<file path="config.mk">
export PLATFORM = sky130hd
export DESIGN_NAME = alu_operand_loader
export DESIGN_NICKNAME = d
export VERILOG_FILES = /design/src/rtl/alu_pkg.sv /design/src/rtl/key_debounce.sv /design/src/rtl/alu_operand_loader.sv
export SDC_FILE = /design/constraint.sdc
export NUM_CORES = 1
export LEC_CHECK = 0
export CORE_ASPECT_RATIO = 0.7
export CORE_MARGIN = 2
export CORE_UTILIZATION = 57
export CTS_CLUSTER_SIZE = 28
export DETAILED_ROUTE_END_ITERATION = 10
export GPL_TIMING_DRIVEN = 0
export PLACE_DENSITY_LB_ADDON = 0.2
export SYNTH_ARGS = -nofsm -noshare
export SYNTH_HDL_FRONTEND = slang
export SYNTH_HIERARCHICAL = 1
export SYNTH_SLANG_ARGS = --single-unit
</file>
<file path="constraint.sdc">
create_clock -name clk -period 4.8 [get_ports clk]
set_clock_uncertainty 0.2 [all_clocks]
set_input_delay 0.72 -clock clk [delete_from_list [all_inputs] [get_ports clk]]
set_output_delay 0.72 -clock clk [all_outputs]
set_load 0.01 [all_outputs]
</file>
<file path="src/rtl/alu_pkg.sv">
// rtl/alu_pkg.sv - shared types and widths for the ALU operand loader
package alu_pkg;
   localparam int OPCODE_W = 4;
   localparam int DATA_W   = 32;

   typedef enum logic [1:0] {
      WAIT_A  = 2'd0,
      WAIT_B  = 2'd1,
      WAIT_OP = 2'd2,
      DONE    = 2'd3
   } loader_state_t;
endpackage

</file>
<file path="src/rtl/key_debounce.sv">
// rtl/key_debounce.sv - two-flop synchroniser, debounce counter and rising-edge press pulse
module key_debounce #(
   parameter int DEBOUNCE_CYCLES = 1_000_000
) (
   input  logic clk,
   input  logic rst,
   input  logic btn_raw,
   output logic level,
   output logic press
);
   localparam int CW = $clog2(DEBOUNCE_CYCLES + 1);

   logic          sync1;
   logic          sync2;
   logic          db;
   logic          db_d;
   logic [CW-1:0] cnt;

   // press is registered off db/db_d so it lands DEBOUNCE_CYCLES+2 cycles after the raw edge
   always_ff @(posedge clk) begin
      if (rst) begin
         sync1 <= 1'b0;
         sync2 <= 1'b0;
         db    <= 1'b0;
         db_d  <= 1'b0;
         press <= 1'b0;
         cnt   <= '0;
      end else begin
         sync1 <= btn_raw;
         sync2 <= sync1;
         db_d  <= db;
         press <= db & ~db_d;
         if (sync2 == db) begin
            cnt <= '0;
         end else if (cnt == CW'(DEBOUNCE_CYCLES - 1)) begin
            db  <= sync2;
            cnt <= '0;
         end else begin
            cnt <= cnt + 1'b1;
         end
      end
   end

   assign level = db;
endmodule

</file>
<file path="src/rtl/alu_operand_loader.sv">
// rtl/alu_operand_loader.sv - button-driven sequencer capturing SW into operands and opcode
module alu_operand_loader
   import alu_pkg::*;
#(
   parameter int DEBOUNCE_CYCLES = 1_000_000
) (
   input  logic                clk,
   input  logic                rst,
   input  logic                btn_a,
   input  logic                btn_b,
   input  logic                btn_f,
   input  logic [DATA_W-1:0]   SW,
   output logic [DATA_W-1:0]   a_q,
   output logic [DATA_W-1:0]   b_q,
   output logic [OPCODE_W-1:0] op_q,
   output logic                exec,
   output logic [1:0]          stage
);
   logic press_a;
   logic press_b;
   logic press_f;

   key_debounce #(.DEBOUNCE_CYCLES(DEBOUNCE_CYCLES)) u_db_a (
      .clk(clk), .rst(rst), .btn_raw(btn_a), .level(), .press(press_a)
   );
   key_debounce #(.DEBOUNCE_CYCLES(DEBOUNCE_CYCLES)) u_db_b (
      .clk(clk), .rst(rst), .btn_raw(btn_b), .level(), .press(press_b)
   );
   key_debounce #(.DEBOUNCE_CYCLES(DEBOUNCE_CYCLES)) u_db_f (
      .clk(clk), .rst(rst), .btn_raw(btn_f), .level(), .press(press_f)
   );

   loader_state_t state;
   loader_state_t state_next;
   logic          load_a;
   logic          load_b;
   logic          load_op;

   always_ff @(posedge clk) begin
      if (rst) begin
         state <= WAIT_A;
         a_q   <= '0;
         b_q   <= '0;
         op_q  <= '0;
         exec  <= 1'b0;
      end else begin
         state <= state_next;
         exec  <= load_op;
         if (load_a)  a_q  <= SW;
         if (load_b)  b_q  <= SW;
         if (load_op) op_q <= SW[OPCODE_W-1:0];
      end
   end

   // Only presses valid in the current state compete; A beats B beats F
   always_comb begin
      state_next = state;
      load_a     = 1'b0;
      load_b     = 1'b0;
      load_op    = 1'b0;
      case (state)
         WAIT_A: begin
            if (press_a) begin
               load_a     = 1'b1;
               state_next = WAIT_B;
            end
         end
         WAIT_B: begin
            if (press_b) begin
               load_b     = 1'b1;
               state_next = WAIT_OP;
            end
         end
         WAIT_OP: begin
            if (press_f) begin
               load_op    = 1'b1;
               state_next = DONE;
            end
         end
         DONE: begin
            if (press_a) begin
               load_a     = 1'b1;
               state_next = WAIT_B;
            end else if (press_b) begin
               load_b     = 1'b1;
               state_next = WAIT_OP;
            end else if (press_f) begin
               load_op    = 1'b1;
            end
         end
         default: state_next = WAIT_A;
      endcase
   end

   assign stage = state;
endmodule

</file>
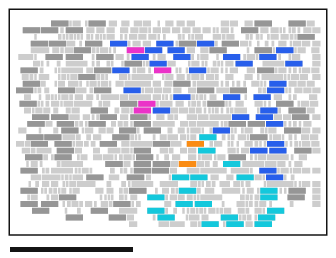
Figure 1: run 1, register map, names as in the netlist.
Scale bar: 50 µm. Other sequential cells in the stronger gray, the rest of the logic in the fainter gray.
| color | signal | flops |
|---|---|---|
| cyan | u_db_f/cnt | 20 |
| orange | stage | 2 |
| blue | b_q | 32 |
| magenta | op_q | 4 |
not colored: 88
Seq. pwr: 0.00122 W
area taken by flip-flops and latches: 2920 µm²
end-of-flow core utilization: 76.5%
sequential fraction of total cell area: 36.5%

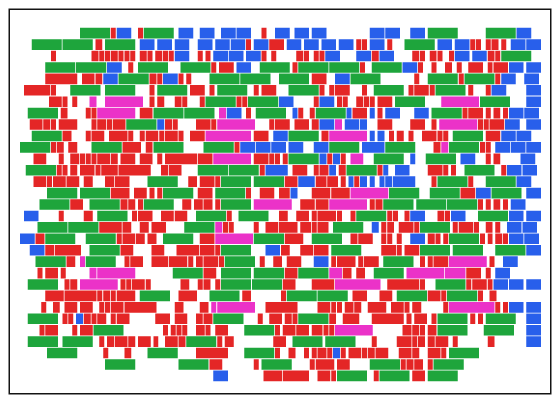
Figure 2: run 1, cell classes on the final placement.
| color | class | cells | share of their area |
|---|---|---|---|
| magenta | clock drivers and dummy loads | 31 | 7.4% |
| green | flip-flops | 146 | 37% |
| red | all other logic | 499 | 40% |
| blue | other buffers and delay cells | 132 | 16% |
Row Count: 31
Layout Cell Area excl Fill: 8010 µm²
core area: 10500 µm²

==> qor.tcl, run 1 <==
set qor(run_status) {complete, no violations}
set qor(critical_path_buf_inv_count) 4
set qor(post_route_cells_drive_above_1_share_pct) 10.1
set qor(drv_cap) 0
set qor(crit-reg2reg-launch) {u_db_f/cnt[0]}
set qor(start_to_end_type_of_the_worst_setup_path) {input port to register}
set qor(yosys_cell_types) 44
set qor(met1_usage_pct) 34.1
set qor(grt_antenna_before_repair) 0
set qor(timing.critical_path.depth) 6
set qor(synth_sequential_area_ratio_pct) 47.2
set qor(port_buffers) 107
set qor(ys_async_sr_fraction_pct) 0
set qor(hold_violations) 0
set qor(groute.layer.met3.usage_pct) 5.72
set qor(cts_hold_buf) 0
set qor(hp-class) {register to register}
set qor(die.size.x_um) 129
set qor(final-comb-area_um2) 3050
set qor(clkTransAtPathRegs_ps) 60
set qor(cp_slowest_stage_delay_ps) 680
set qor(detailroute.via_count) 5216
set qor(wl_per_cell_um) 15.7
set qor(post_dp_cell_area_um2) 7430
set qor(drt_wl_total_mm) 14.8
set qor(startpoint_type) {input port}
set qor(synthesis.area_um2) 6190
set qor(worst_r2r_setup_slack_ps) 2810
set qor(die_area_um2) 11700
set qor(cts_resized) 0
set qor(cts-htree-levels) 4
set qor(top_layer) {met4}
set qor(die_h_um) 91.2
set qor(final_nets) 841
set qor(cts_setup_buffers) 0
set qor(crit_end) {b_q[20]}
set qor(path_max_fanout) 16
set qor(hpwl_mm) 10.7
set qor(grt_pass1_wl_mm) 24.7
set qor(initCoreUtil_pct) 59.1
set qor(syn_nets) 715
set qor(max-clock-path-buffers) 2
set qor(grtUsageTotal_pct) 26.2
set qor(maxClockFrequency_ghz) 0.410
set qor(power_per_cell_area_nw_per_um2) 326
set qor(setup_tns_ps) 0
set qor(static-leakage-power_nw) 2.74
set qor(tightestPinTransition_ps) 525
set qor(worst_setup_path_end_kind) {register}
set qor(synthesis.instances) 670
set qor(warning_count) 30
set qor(min_delay_worst_endpoint) {u_db_f/press}
set qor(antennaDiodeCount) 0
set qor(gp_congestion) 0.861
set qor(total_congestion_overflow) 0
set qor(synth-cells-yosys) 670
set qor(holdCritStartpoint) {u_db_f/db_d}
set qor(vias_per_cell) 5.55
set qor(critical_path.startpoint) {rst}
set qor(timing.critical_path.cells) {clkdlybuf4s50_1 -> buf_2 -> inv_2 -> clkbuf_1 -> nand2_1 -> mux2i_1}
set qor(cpMaxStageDelayCell) {sky130_fd_sc_hd__clkdlybuf4s50_1}
set qor(pin_count_of_the_biggest_net_entering_global_routing) 17
set qor(hold-path-cell-count) 1
set qor(met2_length_mm) 7.07
set qor(slew_violations) 0
set qor(cp_data_required_time_ps) 4920
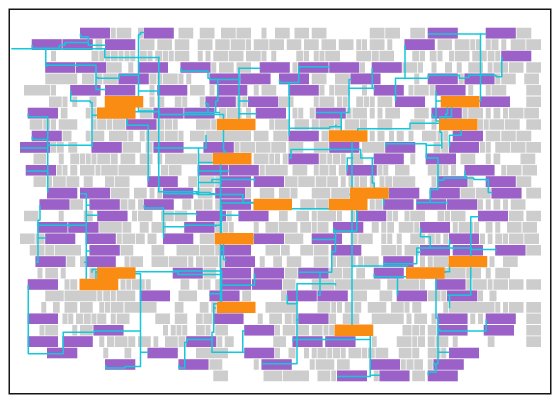
Figure 3: run 1, routed clock nets over the placement.
[purple] flip-flops | count: 146
[orange] cells driving clock nets | count: 17
[cyan] clock wires | length: 1570 µm
flops lie: spread over the die
routed clock nets: 18
share of power burned in the clock network: 49.9%
Clk. pwr: 0.00130 W
Clock Latency Late Sink: 410 ps

## run 1: cell type report
cell class                 count  area share, %
multi-input combinational    480           38.0
sequential                   146           36.5
timing repair buffer         107           13.4
clock buffer                  20           5.58
tap                          132           2.06
buffer                        25           1.87
clock inverter                11           1.72
inverter                      19          0.890
## run 1: through the flow
stage                     power (W)  setup slack (ps)  hold slack [ps]  instances
after floorplan             0.00128              3050              168        670
after global placement      0.00133              2120              174        909
after detailed placement    0.00133              1980              178        909
after CTS                   0.00263              2380              196        940
after global routing        0.00270              2160              194        940
final                       0.00261              2360              193        940
## run 1: synthesized netlist by cell type (all sizes together) (3+ instances only)
cell | number | area, µm²
nor2b | 9 | 58.8
xor2 | 9 | 78.8
nand4 | 18 | 221
a31o | 3 | 26.3
ha | 8 | 100
a2111oi | 3 | 45.0
and4b | 3 | 30.0
nand2 | 150 | 563
clkbuf | 9 | 33.8
mux2i | 48 | 480
nand2b | 9 | 63.8
nand3 | 18 | 128
dfxtp | 146 | 2920
a21oi | 35 | 175
buf | 16 | 116
nor4 | 24 | 233
and3 | 3 | 33.8
nor2 | 71 | 267
nor4b | 3 | 26.3
inv | 19 | 71.3
nor3 | 15 | 75.1
xnor2 | 39 | 342
## run 1: report_power, final
group / switching (W) / internal, W
registers: 0.00000381 / 0.00122
logic: 0.0000464 / 0.0000435
clock network: 0.000481 / 0.000823
total: 0.000532 / 0.00208
## run 1: kinds of logic (layout without fill, tap and decap cells)
group / Yosys count / after routing / share of synthesized area (%)
and+or+nand+nor: 326 / 326 / 27.8
DFF: 146 / 146 / 47.2
AOI/OAI and AO/OA: 50 / 50 / 5.23
xor gates and xnor gates: 48 / 48 / 6.79
muxes: 48 / 48 / 7.76
buffers and inverters: 44 / 182 / 3.58
adders and majority gates: 8 / 8 / 1.62
--- run 2 (diff from run 1) ---
Settings changed: CORE_UTILIZATION 57 to 53.
Clock period 4.8 ns to 2.4 ns, I/O delays scaled along.
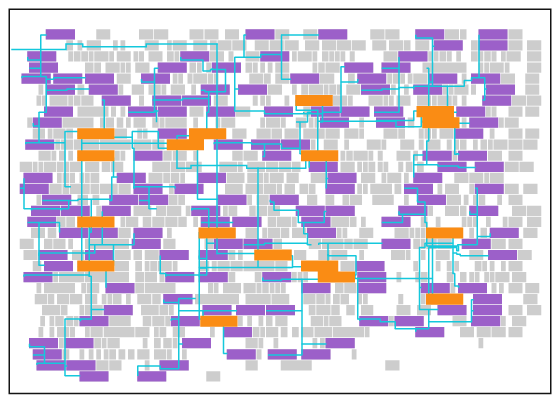
Figure 4: run 2, routed clock nets over the placement.
[purple] flip-flops | count: 146
[orange] cells driving clock nets | count: 17
[cyan] clock wires | length: 1720 µm
routed clock nets: 18
flops lie: spread over the die
share of power burned in the clock network: 51.6%
Clk. pwr: 0.00279 W

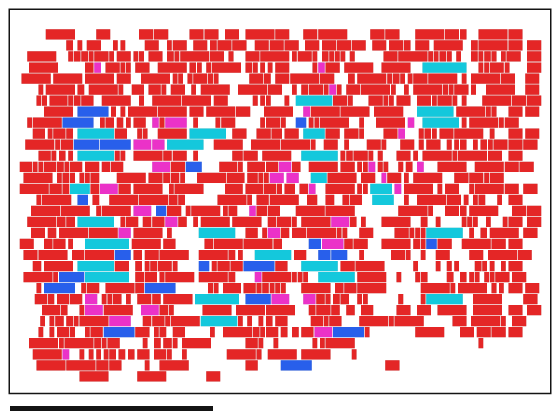
Figure 5: run 2, cell sizes after repair.
Scale bar: 50 µm.
| color | size | cells | share |
|---|---|---|---|
| magenta | drive 2 | 36 | 4.4% |
| blue | drive 3 to 4 | 22 | 2.7% |
| red | drive 1 or less | 725 | 90% |
| cyan | drive 6 and up | 26 | 3.2% |
post-route setup slack: 301 ps
non-clock buffer count in the final layout: 132

==> run 2 against run 1 <==
Synthesized area unchanged; critical path type unchanged; setup slack got worse by 2100 ps; largest cell class unchanged; critical path depth unchanged; global-route usage decreased by 2.1 points; critical endpoint is now b_q[10]; final cell count increased by 2.3%.
==> qor.tcl, run 2 <==
set qor(gp_congestion) 0.812 ;# -5.7%
set qor(post_synth_and_or_nand_nor_area_fraction_pct) 27.8 ;# unchanged
set qor(run_status) {complete, no violations}
set qor(synth-cells-yosys) 670 ;# unchanged
set qor(compound_area_share_pct) 5.23 ;# unchanged
set qor(critical_path_buf_inv_count) 4 ;# unchanged
set qor(worst_setup_path_end_kind) {register}
set qor(critical_path.startpoint) {rst}
set qor(synth_dominant_cell_count) {sky130_fd_sc_hd__nand2_1}
set qor(timing.critical_path.cells) {clkdlybuf4s50_1 -> buf_2 -> inv_2 -> clkbuf_1 -> nand2_1 -> mux2i_1}
set qor(yosys_cell_types) 44 ;# unchanged
set qor(cp_slowest_stage_delay_ps) 660 ;# -20 ps
set qor(hpwl_mm) 10.4 ;# -2.3%
set qor(port_buffers) 107 ;# unchanged
set qor(hold_violations) 0 ;# unchanged
set qor(cts_resized) 0 ;# unchanged
set qor(tightestPinTransition_ps) 573 ;# +47.5 ps
set qor(synthesis.area_um2) 6190 ;# unchanged
set qor(total_congestion_overflow) 0 ;# unchanged
set qor(ys_async_sr_fraction_pct) 0 ;# unchanged
set qor(drv_cap) 0 ;# unchanged
set qor(start_to_end_type_of_the_worst_setup_path) {input port to register}
set qor(period_used_pct) 87.5
set qor(startpoint_type) {input port}
set qor(grtUsageTotal_pct) 24.1 ;# -2.1 points
set qor(cts_made_buffers) 17
set qor(die_area_um2) 12600 ;# +7.3%
set qor(final_nets) 841 ;# unchanged
set qor(power_per_cell_area_nw_per_um2) 669 ;# +100%
set qor(netlist.top_cell.by_area) {sky130_fd_sc_hd__dfxtp_1}
set qor(max_slew_margin_pct) 61.8
set qor(initCoreUtil_pct) 55.2 ;# -3.9 points
set qor(syn_nets) 715 ;# unchanged
set qor(cpMaxStageDelayCell) {sky130_fd_sc_hd__clkdlybuf4s50_1}
set qor(synth.comb.largest_family) {simple AND/OR/NAND/NOR gates}
set qor(holdCritStartpoint) {u_db_b/db_d}
set qor(place.detailed.instances) 930 ;# +2.3%
set qor(warning_count) 30 ;# unchanged
set qor(synthesis.instances) 670 ;# unchanged
set qor(maxClockFrequency_ghz) 0.476
set qor(synth.top_cells.by_count) {150 x sky130_fd_sc_hd__nand2_1, 146 x sky130_fd_sc_hd__dfxtp_1, 71 x sky130_fd_sc_hd__nor2_1}
set qor(detailroute.via_count) 5155 ;# -1.2%
set qor(cts_hold_buf) 0 ;# unchanged
set qor(grt_pass1_wl_mm) 24.3 ;# -1.5%
set qor(pin_count_of_the_biggest_net_entering_global_routing) 17 ;# unchanged
set qor(hp-class) {register to register}
set qor(dr.pass1.iters) 5
set qor(floorplan.rows) 32 ;# +3.2%
set qor(slew_violations) 0 ;# unchanged
set qor(clkTransAtPathRegs_ps) 60 ;# about the same
set qor(die.size.x_um) 133 ;# +3.6%
set qor(synthDominantCellAreaShare_pct) 47.2 ;# unchanged
set qor(cts-htree-levels) 4 ;# unchanged
set qor(grt_antenna_before_repair) 0 ;# unchanged
set qor(wl_per_cell_um) 15.5 ;# -1.1%
set qor(finish.cell_count_without_fillers) 962 ;# +2.3%
set qor(static-leakage-power_nw) 2.74 ;# about the same
set qor(max-clock-path-buffers) 2 ;# unchanged
set qor(vias_per_cell) 5.36 ;# -3.4%
set qor(yosysWarnings) 6
set qor(synth_sequential_area_ratio_pct) 47.2 ;# unchanged
set qor(drt_wl_total_mm) 14.9 ;# +1.2%
set qor(crit-reg2reg-launch) {u_db_f/cnt[0]}
set qor(setup_tns_ps) 0 ;# unchanged
set qor(post_dp_cell_area_um2) 7450 ;# +0.35%
set qor(cp_data_required_time_ps) 2520 ;# -2400 ps
set qor(reg.largest.list) {a_q (32), b_q (32)}
set qor(die_h_um) 94.4 ;# +3.5%
set qor(post_route_cells_drive_above_1_share_pct) 10.4 ;# +0.23 points
set qor(post_synth_xor_area_fraction_pct) 6.79 ;# unchanged
set qor(cts_setup_buffers) 0 ;# unchanged
set qor(mux_share_pct) 7.76 ;# unchanged
set qor(path_max_fanout) 16 ;# unchanged
set qor(post_synth_fa_ha_maj_area_fraction_pct) 1.62 ;# unchanged
set qor(antennaDiodeCount) 0 ;# unchanged
set qor(clock_latency_ps) 410 ;# about the same
set qor(area_leaders) {sky130_fd_sc_hd__dfxtp_1 47%, sky130_fd_sc_hd__nand2_1 9.1%, sky130_fd_sc_hd__mux2i_1 7.8%}
set qor(floorplan.core_area_um2) 11200 ;# +7.0%
set qor(fin_area_um2) 8080 ;# +0.87%
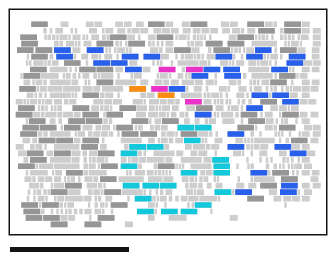
Figure 6: run 2, register map, names as in the netlist.
Scale bar: 50 µm. Other sequential cells in the stronger gray, the rest of the logic in the fainter gray.
| color | signal | flops |
|---|---|---|
| blue | b_q | 32 |
| cyan | u_db_f/cnt | 20 |
| magenta | op_q | 4 |
| orange | stage | 2 |
sequential fraction of total cell area: 36.2%
Seq. pwr: 0.00244 W
end-of-flow core utilization: 72.1%

-- run 2: path summary, 6_finish.rpt --
check	to	slack, ps	cells past startpoint
min reg2reg	u_db_b/press	170	1
max	b_q[10]	300	6
max reg2reg	u_db_f/cnt[18]	350	5
min	u_db_b/press	170	1
-- run 2: metrics by stage --
| stage | power [W] | hold slack [ps] | setup WS (ps) |
|---|---|---|---|
| 6_report | 0.00541 | 174 | 301 |
| 5_1_grt | 0.00555 | 194 | 102 |
| 4_1_cts | 0.00543 | 178 | 301 |
| 3_5_place_dp | 0.00267 | 177 | -76.4 |
| 3_3_place_gp | 0.00266 | 174 | 25.1 |
| 2_1_floorplan | 0.00256 | 168 | 652 |
-- run 2: kinds of logic (layout without fill, tap and decap cells) --
family / count (synthesis) / count (layout)
muxes: 48 / 48
adders and majority gates: 8 / 8
and+or+nand+nor: 326 / 326
DFF: 146 / 146
AOI/OAI and AO/OA: 50 / 50
xor gates and xnor gates: 48 / 48
buffers and inverters: 44 / 183
-- run 2: report_power, final --
group / internal, W / switching (W) / leakage (nW)
registers: 0.00243 / 0.00000747 / 1.18
logic: 0.0000866 / 0.0000908 / 1.27
clock network: 0.00177 / 0.00102 / 0.291
-- run 2: per-layer routing --
metal  vias up  global-route usage (%)  share of wire [%]
met5         -                       0                  0
met4         0                    8.87                1.1
met3        13                    5.42                5.4
met2       159                    41.9                 48
met1      2468                    29.9                 45
li1       2515                       -                  -
-- run 2: cell type report --
cell class                      count  area, µm²  area share (%)
Inverter                           19       71.3           0.882
Timing Repair Buffer              107       1070            13.3
Tap cell                          153        191            2.37
Buffer                             25        150            1.86
Clock buffer                       19        443            5.48
Clock inverter                     13        185            2.29
Multi-Input combinational cell    480       3050            37.7
Sequential cell                   146       2920            36.2
--- run 3 (diff from run 2) ---
Settings changed: CTS_CLUSTER_SIZE 28 to unset.
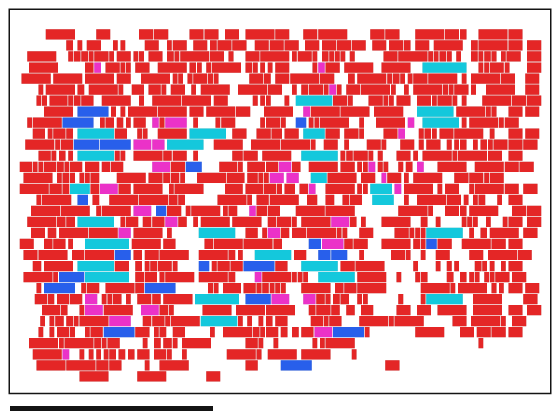
Figure 7: run 3, cell sizes after repair.
Scale bar: 50 µm.
Layout Cell Area excl Fill: 8080 µm²
Area Growth Syn to Fin: 30.5%

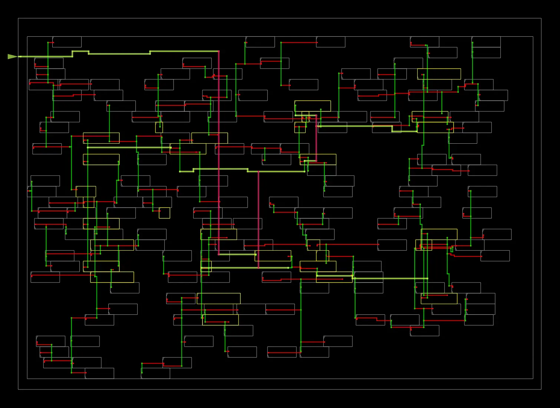
Figure 8: run 3, clock wiring as the flow saved it.
Flops: 146
number of clock buffers inserted by TritonCTS: 17

==> run 3 against run 2 <==
Critical path depth stayed put; largest cell class unchanged; critical path type unchanged; cell area stayed put; setup slack stayed put; global-route usage stayed put; maximum frequency stayed put; via count stayed put.
==> qor.tcl, run 3 <==
set qor(hold_violations) 0 ;# unchanged
set qor(clock-sinks) 146
set qor(startpoint_type) {input port}
set qor(setup_tns_ps) 0 ;# unchanged
set qor(die_area_um2) 12600 ;# unchanged
set qor(die_h_um) 94.4 ;# unchanged
set qor(drc) 0
set qor(port_buffers) 107 ;# unchanged
set qor(top_power_group) {the clock network}
set qor(cp.arrival_ps) 2220
set qor(io-pin-count) 108
set qor(netlist.top_cell.by_area) {sky130_fd_sc_hd__dfxtp_1}
set qor(reg_to_reg_end) {u_db_f/cnt[18]}
set qor(yosys_area_um2) 6190
set qor(clkTransAtPathRegs_ps) 60 ;# about the same
set qor(hpwl_mm) 10.4 ;# unchanged
set qor(hp-class) {register to register}
set qor(run_status) {complete, no violations}
set qor(unrepaired_setup_endpoints_after_global_routing) {no}
set qor(top_layer) {met4}
set qor(min_delay_worst_endpoint) {u_db_b/press}
set qor(floorplan.core_area_um2) 11200 ;# unchanged
set qor(static-leakage-power_nw) 2.74 ;# unchanged
set qor(gp_congestion) 0.812 ;# unchanged
set qor(grt_pass1_vias) 5020
set qor(yosys_cell_types) 44 ;# unchanged
set qor(power_frac_comb_pct) 3.3 ;# about the same
set qor(vias_per_cell) 5.36 ;# unchanged
set qor(crit-reg2reg-launch) {u_db_f/cnt[0]}
set qor(final_cell_mix) {150 x sky130_fd_sc_hd__nand2_1, 146 x sky130_fd_sc_hd__dfxtp_1, 107 x sky130_fd_sc_hd__clkdlybuf4s50_1, 71 x sky130_fd_sc_hd__nor2_1, 48 x sky130_fd_sc_hd__mux2i_1}
set qor(dominantRegCellSynth) {sky130_fd_sc_hd__dfxtp_1}
set qor(path_max_fanout) 16 ;# unchanged
set qor(yosysWarnings) 6 ;# unchanged
set qor(syn-mean-instance-area_um2) 9.24
set qor(dr.pass1.iters) 5 ;# unchanged
set qor(rr_worst_depth) 5 ;# unchanged
set qor(drt_wl_total_mm) 14.9 ;# unchanged
set qor(cts_resized) 0 ;# unchanged
set qor(grt.busiest_layer) {met2}
set qor(finish.cell_count_without_fillers) 962 ;# unchanged
set qor(syn_nets) 715 ;# unchanged
set qor(synth.top_cells.by_count) {150 x sky130_fd_sc_hd__nand2_1, 146 x sky130_fd_sc_hd__dfxtp_1, 71 x sky130_fd_sc_hd__nor2_1}
set qor(power.internal_w) 0.00428 ;# unchanged
set qor(holdCritStartpoint) {u_db_b/db_d}
set qor(p_switching_w) 0.00112 ;# unchanged
set qor(initial_drc_count) 260
set qor(wl_per_cell_um) 15.5 ;# unchanged
set qor(period_used_pct) 87.5 ;# unchanged
set qor(initCoreUtil_pct) 55.2 ;# unchanged
set qor(place.detailed.instances) 930 ;# unchanged
set qor(drv_cap) 0 ;# unchanged
set qor(synth_dominant_cell_count) {sky130_fd_sc_hd__nand2_1}
set qor(routed-wl-met3_um) 805 ;# unchanged
set qor(area_leaders) {sky130_fd_sc_hd__dfxtp_1 47%, sky130_fd_sc_hd__nand2_1 9.1%, sky130_fd_sc_hd__mux2i_1 7.8%}
set qor(total_setup_violations_reported_at_the_end_of_the_flow) 0
set qor(cp_data_required_time_ps) 2520 ;# about the same
set qor(synth-seq-cells) 146
set qor(pin_count_of_the_biggest_net_entering_global_routing) 17 ;# unchanged
set qor(final_nets) 841 ;# unchanged
set qor(maxClockFrequency_ghz) 0.476 ;# unchanged
set qor(met2_length_mm) 7.24 ;# unchanged
set qor(period_minus_slack_ps) 2100
set qor(synthesis.instances) 670 ;# unchanged
set qor(synth-cells-yosys) 670 ;# unchanged
set qor(sequential_cell_area_um2) 2920 ;# unchanged
set qor(final-comb-area_um2) 3050 ;# unchanged
set qor(cts_setup_buffers) 0 ;# unchanged
set qor(worst_r2r_setup_slack_ps) 350 ;# about the same
set qor(max_slew_margin_pct) 61.8 ;# unchanged
set qor(clk_pwr_w) 0.00279 ;# about the same
set qor(num-fill-cells) 832
set qor(ys_async_sr_fraction_pct) 0 ;# unchanged
set qor(met1_usage_pct) 29.9 ;# unchanged
set qor(slew_violations) 0 ;# unchanged
set qor(start_to_end_type_of_the_worst_setup_path) {input port to register}
set qor(final_common_cell) {sky130_fd_sc_hd__nand2_1}
set qor(grt_antenna_before_repair) 0 ;# unchanged
set qor(hold-path-cell-count) 1 ;# unchanged
set qor(root_buffer) {sky130_fd_sc_hd__clkbuf_16}
set qor(grt_pass1_wl_mm) 24.3 ;# unchanged
set qor(reg.largest.list) {a_q (32), b_q (32)}
set qor(route.antenna.remaining_nets) 0
set qor(die.size.x_um) 133 ;# unchanged
set qor(total_congestion_overflow) 0 ;# unchanged
set qor(cts-htree-levels) 4 ;# unchanged
set qor(cts_hold_buf) 0 ;# unchanged
set qor(synthesis.area_um2) 6190 ;# unchanged
set qor(worst_setup_path_end_kind) {register}
set qor(groute.layer.met3.usage_pct) 5.42 ;# unchanged
set qor(drt-met1-wl_mm) 6.73 ;# unchanged
set qor(post_dp_cell_area_um2) 7450 ;# unchanged
set qor(detailroute.via_count) 5155 ;# unchanged
set qor(synth_sequential_area_ratio_pct) 47.2 ;# unchanged
set qor(power_per_cell_area_nw_per_um2) 669 ;# unchanged
set qor(seq_power_share_pct) 45.1 ;# about the same
set qor(p_clk_share_pct) 51.6 ;# about the same
set qor(power_combinational_w) 0.000177 ;# about the same
set qor(p_sw_share_pct) 20.8 ;# unchanged
set qor(vdd_drop_max_v) 0.000548
set qor(edf_count) 0
set qor(floorplan.rows) 32 ;# unchanged
set qor(post_route_cells_drive_above_1_share_pct) 10.4 ;# unchanged
set qor(warning_count) 30 ;# unchanged
set qor(antennaDiodeCount) 0 ;# unchanged
set qor(p_seq_w) 0.00244 ;# about the same
set qor(synthDominantCellAreaShare_pct) 47.2 ;# unchanged
set qor(cts_tree) {done}
set qor(grtUsageMet2_pct) 41.9 ;# unchanged
set qor(max-clock-path-buffers) 2 ;# unchanged
set qor(clock_latency_ps) 410 ;# about the same
set qor(tightestPinTransition_ps) 573 ;# unchanged
set qor(grtUsageTotal_pct) 24.1 ;# unchanged
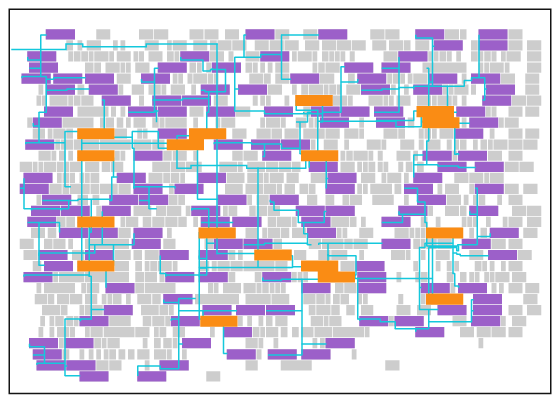
Figure 9: run 3, routed clock nets over the placement.
[cyan] clock wires | length: 1720 µm
[purple] flip-flops | count: 146
[orange] cells driving clock nets | count: 17
flops lie: spread over the die

==> run 3: critical path, stage by stage <==
cell,delay [ps]
sky130_fd_sc_hd__clkdlybuf4s50_1,660
sky130_fd_sc_hd__buf_2,320
sky130_fd_sc_hd__inv_2,120
sky130_fd_sc_hd__clkbuf_1,460
sky130_fd_sc_hd__nand2_1,110
sky130_fd_sc_hd__mux2i_1,190
==> run 3: worst max-delay path by stage <==
| stage | depth (start not counted) | to | start | slack (ps) |
|---|---|---|---|---|
| after floorplan | 5 | u_db_a/cnt[18] | u_db_a/cnt[0] | 650 |
| after global placement | 6 | b_q[13] | rst | 30 |
| after detailed placement | 6 | b_q[10] | rst | -80 |
| after CTS | 6 | b_q[10] | rst | 300 |
| after global routing | 6 | b_q[10] | rst | 100 |
| final | 6 | b_q[10] | rst | 300 |
==> run 3: final cells by class <==
type,instances,area share [%]
buffer,25,1.86
clock inverter,13,2.29
tap,153,2.37
sequential,146,36.2
timing repair buffer,107,13.3
clock buffer,19,5.48
inverter,19,0.882
multi-input combinational,480,37.7
==> run 3: logic make-up (layout without fill, tap and decap cells) <==
family          Yosys count  count (layout)  share of synthesized area, %
flops                   146             146                          47.2
fa+ha+maj                 8               8                          1.62
mux                      48              48                          7.76
compound gates           50              50                          5.23
simple gates            326             326                          27.8
xor+xnor                 48              48                          6.79
buf+inv                  44             183                          3.58
==> run 3: stage by stage <==
step / utilization (%) / setup slack (ps) / power (W) / hold WS, ps
after floorplan: - / 652 / 0.00256 / 168
after detailed placement: 66.5 / -76.4 / 0.00267 / 177
after global routing: 72.1 / 102 / 0.00555 / 194
final: 72.1 / 301 / 0.00541 / 174
after global placement: 66.5 / 25.1 / 0.00266 / 174
after CTS: 72.1 / 301 / 0.00543 / 178
Power figures rest on the tool's default switching activity, not on a simulated workload.
